Figure 1. Cells coloured by class.
Scale bar: 20 um.
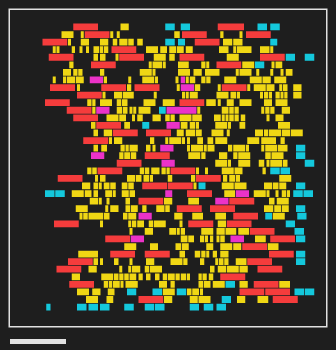
Figure 2. Clock nets.
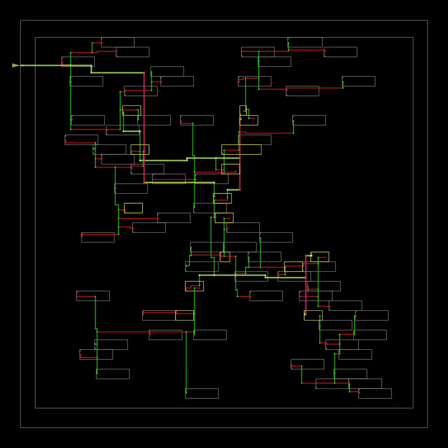
Figure 3. Pin placement.
Pins as bars across the die edge, other pins in grey.
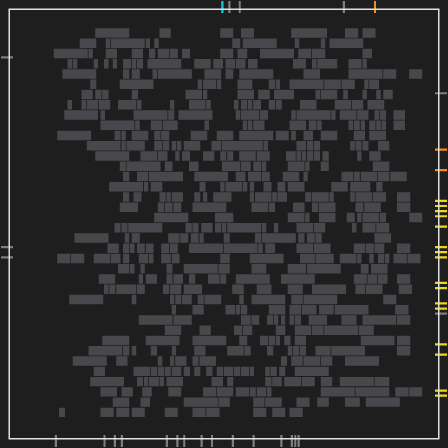
Figure 4. Clock distribution.
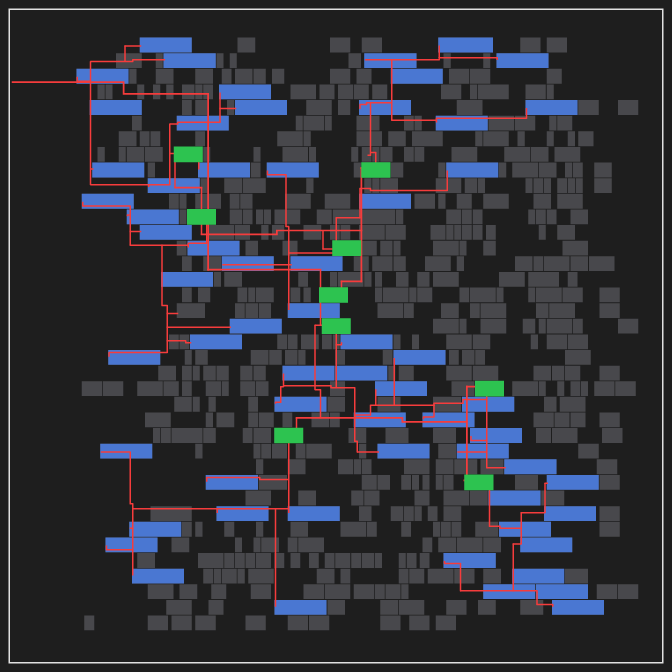
File: src/rtl/rssi_shift_ctrl.sv
// Closed-loop RX gain-shift controller: block-averages periodic RSSI samples and
// steps the shift (0..4) with hysteresis, applying changes only while the receiver is idle.
module rssi_shift_ctrl #(
    parameter int unsigned SAMPLE_PERIOD = 1024,
    parameter int unsigned LOG2_AVG_LEN  = 4,
    parameter logic [15:0] B1            = 16'd5300,
    parameter logic [15:0] B2            = 16'd4200,
    parameter logic [15:0] B3            = 16'd3100,
    parameter logic [15:0] B4            = 16'd2000,
    parameter logic [15:0] HYST          = 16'd200
) (
    input  logic        clk,
    input  logic        rst_n,
    input  logic        en,
    input  logic        soft_clr,
    input  logic [15:0] rssi,
    input  logic        rx_busy,
    output logic [2:0]  num_shift,
    output logic        shift_upd,
    output logic [15:0] avg_out,
    output logic        avg_valid,
    output logic        pending
);

    localparam int unsigned TW = $clog2(SAMPLE_PERIOD);
    localparam int unsigned CW = LOG2_AVG_LEN + 1;
    localparam int unsigned AW = 16 + LOG2_AVG_LEN;
    localparam logic [TW-1:0] TIMER_LAST = TW'(SAMPLE_PERIOD - 1);
    localparam logic [CW-1:0] CNT_LAST   = CW'((1 << LOG2_AVG_LEN) - 1);

    typedef enum logic [1:0] {ACC, EVAL, PEND} state_t;

    state_t          state_q, state_d;
    logic [TW-1:0]   timer_q, timer_d;
    logic [CW-1:0]   cnt_q, cnt_d;
    logic [AW-1:0]   acc_q, acc_d;
    logic [15:0]     avg_q, avg_d;
    logic            avg_valid_q, avg_valid_d;
    logic [2:0]      num_shift_q, num_shift_d;
    logic            shift_upd_q, shift_upd_d;
    logic [2:0]      pend_val_q, pend_val_d;
    logic            pending_q, pending_d;

    logic            terminal;
    logic            blockDone;
    logic [AW-1:0]   accSum;
    logic signed [16:0] incThr;
    logic [16:0]     decThr;
    logic [2:0]      target;

    function automatic logic [15:0] boundary(input logic [2:0] idx);
        case (idx)
            3'd1:    boundary = B1;
            3'd2:    boundary = B2;
            3'd3:    boundary = B3;
            3'd4:    boundary = B4;
            default: boundary = 16'd0;
        endcase
    endfunction

    // Thresholds are widened so a negative or >65535 bound can never cause a step.
    always_comb begin
        terminal  = (timer_q == TIMER_LAST);
        blockDone = terminal && (cnt_q == CNT_LAST);
        accSum    = acc_q + AW'(rssi);
        incThr    = $signed({1'b0, boundary(num_shift_q + 3'd1)}) - $signed({1'b0, HYST});
        decThr    = {1'b0, boundary(num_shift_q)} + {1'b0, HYST};
        target    = num_shift_q;
        if ((num_shift_q < 3'd4) && ($signed({1'b0, avg_q}) < incThr))
            target = num_shift_q + 3'd1;
        else if ((num_shift_q != 3'd0) && ({1'b0, avg_q} >= decThr))
            target = num_shift_q - 3'd1;
    end

    always_ff @(posedge clk or negedge rst_n) begin
        if (!rst_n) begin
            state_q     <= ACC;
            timer_q     <= '0;
            cnt_q       <= '0;
            acc_q       <= '0;
            avg_q       <= '0;
            avg_valid_q <= 1'b0;
            num_shift_q <= 3'd0;
            shift_upd_q <= 1'b0;
            pend_val_q  <= 3'd0;
            pending_q   <= 1'b0;
        end else begin
            state_q     <= state_d;
            timer_q     <= timer_d;
            cnt_q       <= cnt_d;
            acc_q       <= acc_d;
            avg_q       <= avg_d;
            avg_valid_q <= avg_valid_d;
            num_shift_q <= num_shift_d;
            shift_upd_q <= shift_upd_d;
            pend_val_q  <= pend_val_d;
            pending_q   <= pending_d;
        end
    end

    always_comb begin
        state_d = state_q;
        if (soft_clr || !en) begin
            state_d = ACC;
        end else begin
            case (state_q)
                ACC:     if (blockDone) state_d = EVAL;
                EVAL:    state_d = (target != num_shift_q) ? PEND : ACC;
                PEND:    if (!rx_busy) state_d = ACC;
                default: state_d = ACC;
            endcase
        end
    end

    // soft_clr outranks en; in PEND the timer keeps running but samples are dropped.
    always_comb begin
        timer_d     = terminal ? '0 : timer_q + 1'b1;
        cnt_d       = cnt_q;
        acc_d       = acc_q;
        avg_d       = avg_q;
        avg_valid_d = 1'b0;
        num_shift_d = num_shift_q;
        shift_upd_d = 1'b0;
        pend_val_d  = pend_val_q;
        pending_d   = pending_q;
        if (soft_clr) begin
            timer_d     = '0;
            cnt_d       = '0;
            acc_d       = '0;
            pending_d   = 1'b0;
            num_shift_d = 3'd0;
            shift_upd_d = (num_shift_q != 3'd0);
        end else if (!en) begin
            timer_d   = '0;
            cnt_d     = '0;
            acc_d     = '0;
            pending_d = 1'b0;
        end else begin
            case (state_q)
                ACC: begin
                    if (terminal) begin
                        acc_d = accSum;
                        cnt_d = cnt_q + 1'b1;
                        if (blockDone) begin
                            avg_d       = 16'(accSum >> LOG2_AVG_LEN);
                            avg_valid_d = 1'b1;
                        end
                    end
                end
                EVAL: begin
                    acc_d = '0;
                    cnt_d = '0;
                    if (target != num_shift_q) begin
                        pend_val_d = target;
                        pending_d  = 1'b1;
                    end
                end
                PEND: begin
                    if (!rx_busy) begin
                        num_shift_d = pend_val_q;
                        shift_upd_d = 1'b1;
                        pending_d   = 1'b0;
                    end
                end
                default: ;
            endcase
        end
    end

    always_comb begin
        num_shift = num_shift_q;
        shift_upd = shift_upd_q;
        avg_out   = avg_q;
        avg_valid = avg_valid_q;
        pending   = pending_q;
    end

endmodule

File: config.mk
export PLATFORM = sky130hd
export DESIGN_NAME = rssi_shift_ctrl
export DESIGN_NICKNAME = d
export VERILOG_FILES = /design/src/rtl/rssi_shift_ctrl.sv
export SDC_FILE = /design/constraint.sdc
export NUM_CORES = 1
export LEC_CHECK = 0
export CAP_MARGIN = 20
export CELL_PAD_IN_SITES_DETAIL_PLACEMENT = 0
export CELL_PAD_IN_SITES_GLOBAL_PLACEMENT = 1
export CORE_MARGIN = 4
export CORE_UTILIZATION = 40
export CTS_CLUSTER_SIZE = 25
export DETAILED_ROUTE_END_ITERATION = 16
export MAX_ROUTING_LAYER = met4
export PLACE_DENSITY = 0.79
export SETUP_SLACK_MARGIN = 0.02
export SYNTH_ARGS = -nofsm -noshare
export SYNTH_HDL_FRONTEND = slang
export SYNTH_SLANG_ARGS = --single-unit
File: constraint.sdc
create_clock -name clk -period 4.3 [get_ports clk]
set_clock_uncertainty 0.15 [all_clocks]
set_input_delay 0.86 -clock clk [delete_from_list [all_inputs] [get_ports clk]]
set_output_delay 0.86 -clock clk [all_outputs]
set_load 0.01 [all_outputs]
==> flow_summary.json <==
{
  "outcome": "completed",
  "critPathLaunchType": "flip-flop",
  "nNonClkInverters": 28,
  "r2r-start": "num_shift[0]$_DFFE_PN0P_",
  "grt_max_degree": 38,
  "stdcell_area_um2": 5280,
  "ys.warnings.count": 0,
  "cp.required_ps": 4380,
  "holdPathEnd": "cnt_q[4]$_DFFE_PN0P_",
  "bufAreaShareNonClock_pct": 8.72,
  "fin_util_pct": 48.5,
  "clockBufferCount": 12,
  "crit_top_cell": "ha_1",
  "crit_family": "simple AND/OR/NAND/NOR gates",
  "edf_count": 0,
  "synth.area.top_cells": "dfrtp_1, ha_1, a21oi_1",
  "ys_sh_aoi_pct": 19.2,
  "finalWorstSetupSlack_ps": 304,
  "ff_type": "dfrtp_1",
  "hold_start": "cnt_q[4]$_DFFE_PN0P_",
  "synthAdderAreaFrac_pct": 17.3,
  "top_cell": "dfrtp_1",
  "placedCellCount": 657,
  "finalHoldViolCount": 0,
  "synth_top_area_share_pct": 34.8,
  "syn_nets": 560,
  "grt_util_met1_pct": 23.7,
  "cp_num_cells": 15,
  "antenna_found_initial": 0,
  "startpoint": "num_shift[0]$_DFFE_PN0P_",
  "simple_gate_area_share_pct": 15.4,
  "route.met2.wl_um": 5090,
  "regMostFlops": "acc_q",
  "seq_share_pct": 29.4,
  "cp_max_fo": 8,
  "firstDrtPassIters": 5,
  "ys_sh_xor_pct": 5.11,
  "largest_register_ffs": 20,
  "viasPerCell": 5.42,
  "endpoint": "pend_val_q[0]$_DFFE_PN0P_",
  "top_layer": "met4",
  "min_path_type": "reg2reg",
  "slowest_stage": "dfrtp_1",
  "p_seq_mw": 0.597,
  "rows": 38,
  "seqPwrFrac_pct": 47.6,
  "chipArea_um2": 12900,
  "slew_viol_final": 0,
  "wire_per_inst_um": 15.9,
  "syn_area_per_cell_um2": 9.32,
  "holdBufCountCts": 0,
  "wl_met3_um": 315,
  "swShare_pct": 24.0,
  "endpoint_kind": "flip-flop",
  "num-multi-input-gates": 379,
  "gr-usage-met3_pct": 2.81,
  "top_logic_kind": "AND-OR/OR-AND gates",
  "max_freq_mhz": 250,
  "p_leak_nw": 2.52,
  "yosys_area_um2": 4460,
  "finalCritPeriodShare_pct": 92.9,
  "peakVddDrop_mv": 0.103,
  "crit_chain": "ha_1 > ha_1 > nand2b_1 > nand2_1 > ha_1 > nor3_1 > a21oi_1 > o31ai_1 > ha_1 > nand4_1 > nor2_1 > nor4bb_1 > nor3_2 > o21a_2 > mux2_4",
  "initial_core_util_pct": 40.9,
  "met1_length_um": 5140,
  "wirelength_um": 10700,
  "drt_iter0_markers": 166,
  "clkTransAtPathRegs_ps": 70,
  "ys_cells": 478,
  "worstPathArrival_ps": 4070,
  "ios": 43,
  "cts_tree": "done",
  "cts_resized": 0,
  "place_congestion": 0.902,
  "layout-drive-gt1-share_pct": 8.46,
  "grt_pass1_vias": 3602,
  "largest_class": "multi-input combinational cells",
  "drc": 0,
  "synthToLayoutAreaGrowth_pct": 18.5,
  "tool_warnings": 36,
  "fillers": 1039,
  "via_count": 3639,
  "antenna_cells": 0,
  "overflow": 0,
  "ant_nets": 0,
  "total_power_mw": 1.25,
  "async_flop_share_pct": 100,
  "holdWs_ps": 342,
  "power_frac_comb_pct": 9.7,
  "final_common_cell": "dfrtp_1",
  "relSlewSlack_pct": 40.1,
  "critPathBufInv": 0,
  "yosysTopAreaCell": "dfrtp_1",
  "top_usage_layer": "met2",
  "grtUsageMet2_pct": 28.3,
  "sh_comb_area_pct": 52.6,
  "flop_area_um2": 1550,
  "final.setup.tns_ps": 0,
  "grt_pass1_wl_um": 17900,
  "buffers": 48,
  "internal_power_mw": 0.953,
  "place_ws_ps": 209,
  "root_buffer": "clkbuf_8",
  "fin_nets": 610,
  "grt_usage_pct": 17.7,
  "r2r-end": "pend_val_q[0]$_DFFE_PN0P_",
  "yosys-mux-area-fraction_pct": 4.97,
  "final-comb-area_um2": 2780,
  "worstSetupPathType": "reg2reg",
  "synthDistinctLibCells": 54,
  "lay_top_cells": "dfrtp_1, ha_1, clkdlybuf4s50_1",
  "synth_cells": 478,
  "finalSetupViolations": 0,
  "powerComb_mw": 0.122,
  "htreeDepth": 3,
  "critPathMaxStageDelay_ps": 470,
  "cts_setup_buffers": 0,
  "ys_seq_share_pct": 34.8,
  "tap_cells": 140,
  "worst_slew_pin_slew_ps": 898,
  "drv_cap": 0,
  "clock_area_share_pct": 3.93,
  "power-top-group": "sequential cells",
  "clock_path_buffers": 2,
  "ys.flops": 62,
  "min_period_ps": 4000,
  "syn_area_um2": 4460,
  "dp_hpwl_um": 8160
}
## Picture notes: Figure 1
legend:
  cyan:
    class: other buffers and delay cells
    cells: 48
    share_of_their_area: 9.0%
  magenta:
    class: clock drivers and dummy loads
    cells: 15
    share_of_their_area: 4.1%
  yellow:
    class: combinational and other logic
    cells: 407
    share_of_their_area: 57%
  red:
    class: flops
    cells: 62
    share_of_their_area: 30%

## Picture notes: Figure 2
clock tree sinks: 62
P_clk: 0.536 mW
TritonCTS buffer count: 9
clock insertion delay at the later pin of the skew report: 340 ps
Seq cells: 62

## Picture notes: Figure 3
legend:
  cyan:
    port: rx_busy
    pins: 1
    direction: input
    edge: north
  yellow:
    port: avg_out
    pins: 16
    direction: output
    edge: east
  orange:
    port: num_shift
    pins: 3
    direction: output
    edge: 2 east, 1 north
all pins by edge: 20 east, 15 south, 5 north, 3 west
IO buf count: 42
Die W: 114 um
die height: 114 um

## Picture notes: Figure 4
legend:
  green:
    item: clock drivers
    count: 9
  blue:
    item: flip-flops
    count: 62
  red:
    item: clock wires
    length: 888 um
flops lie: widely spread
routed clock nets: 10
Clk network pwr share: 42.7%

Power is estimated from default activity; no workload was simulated.
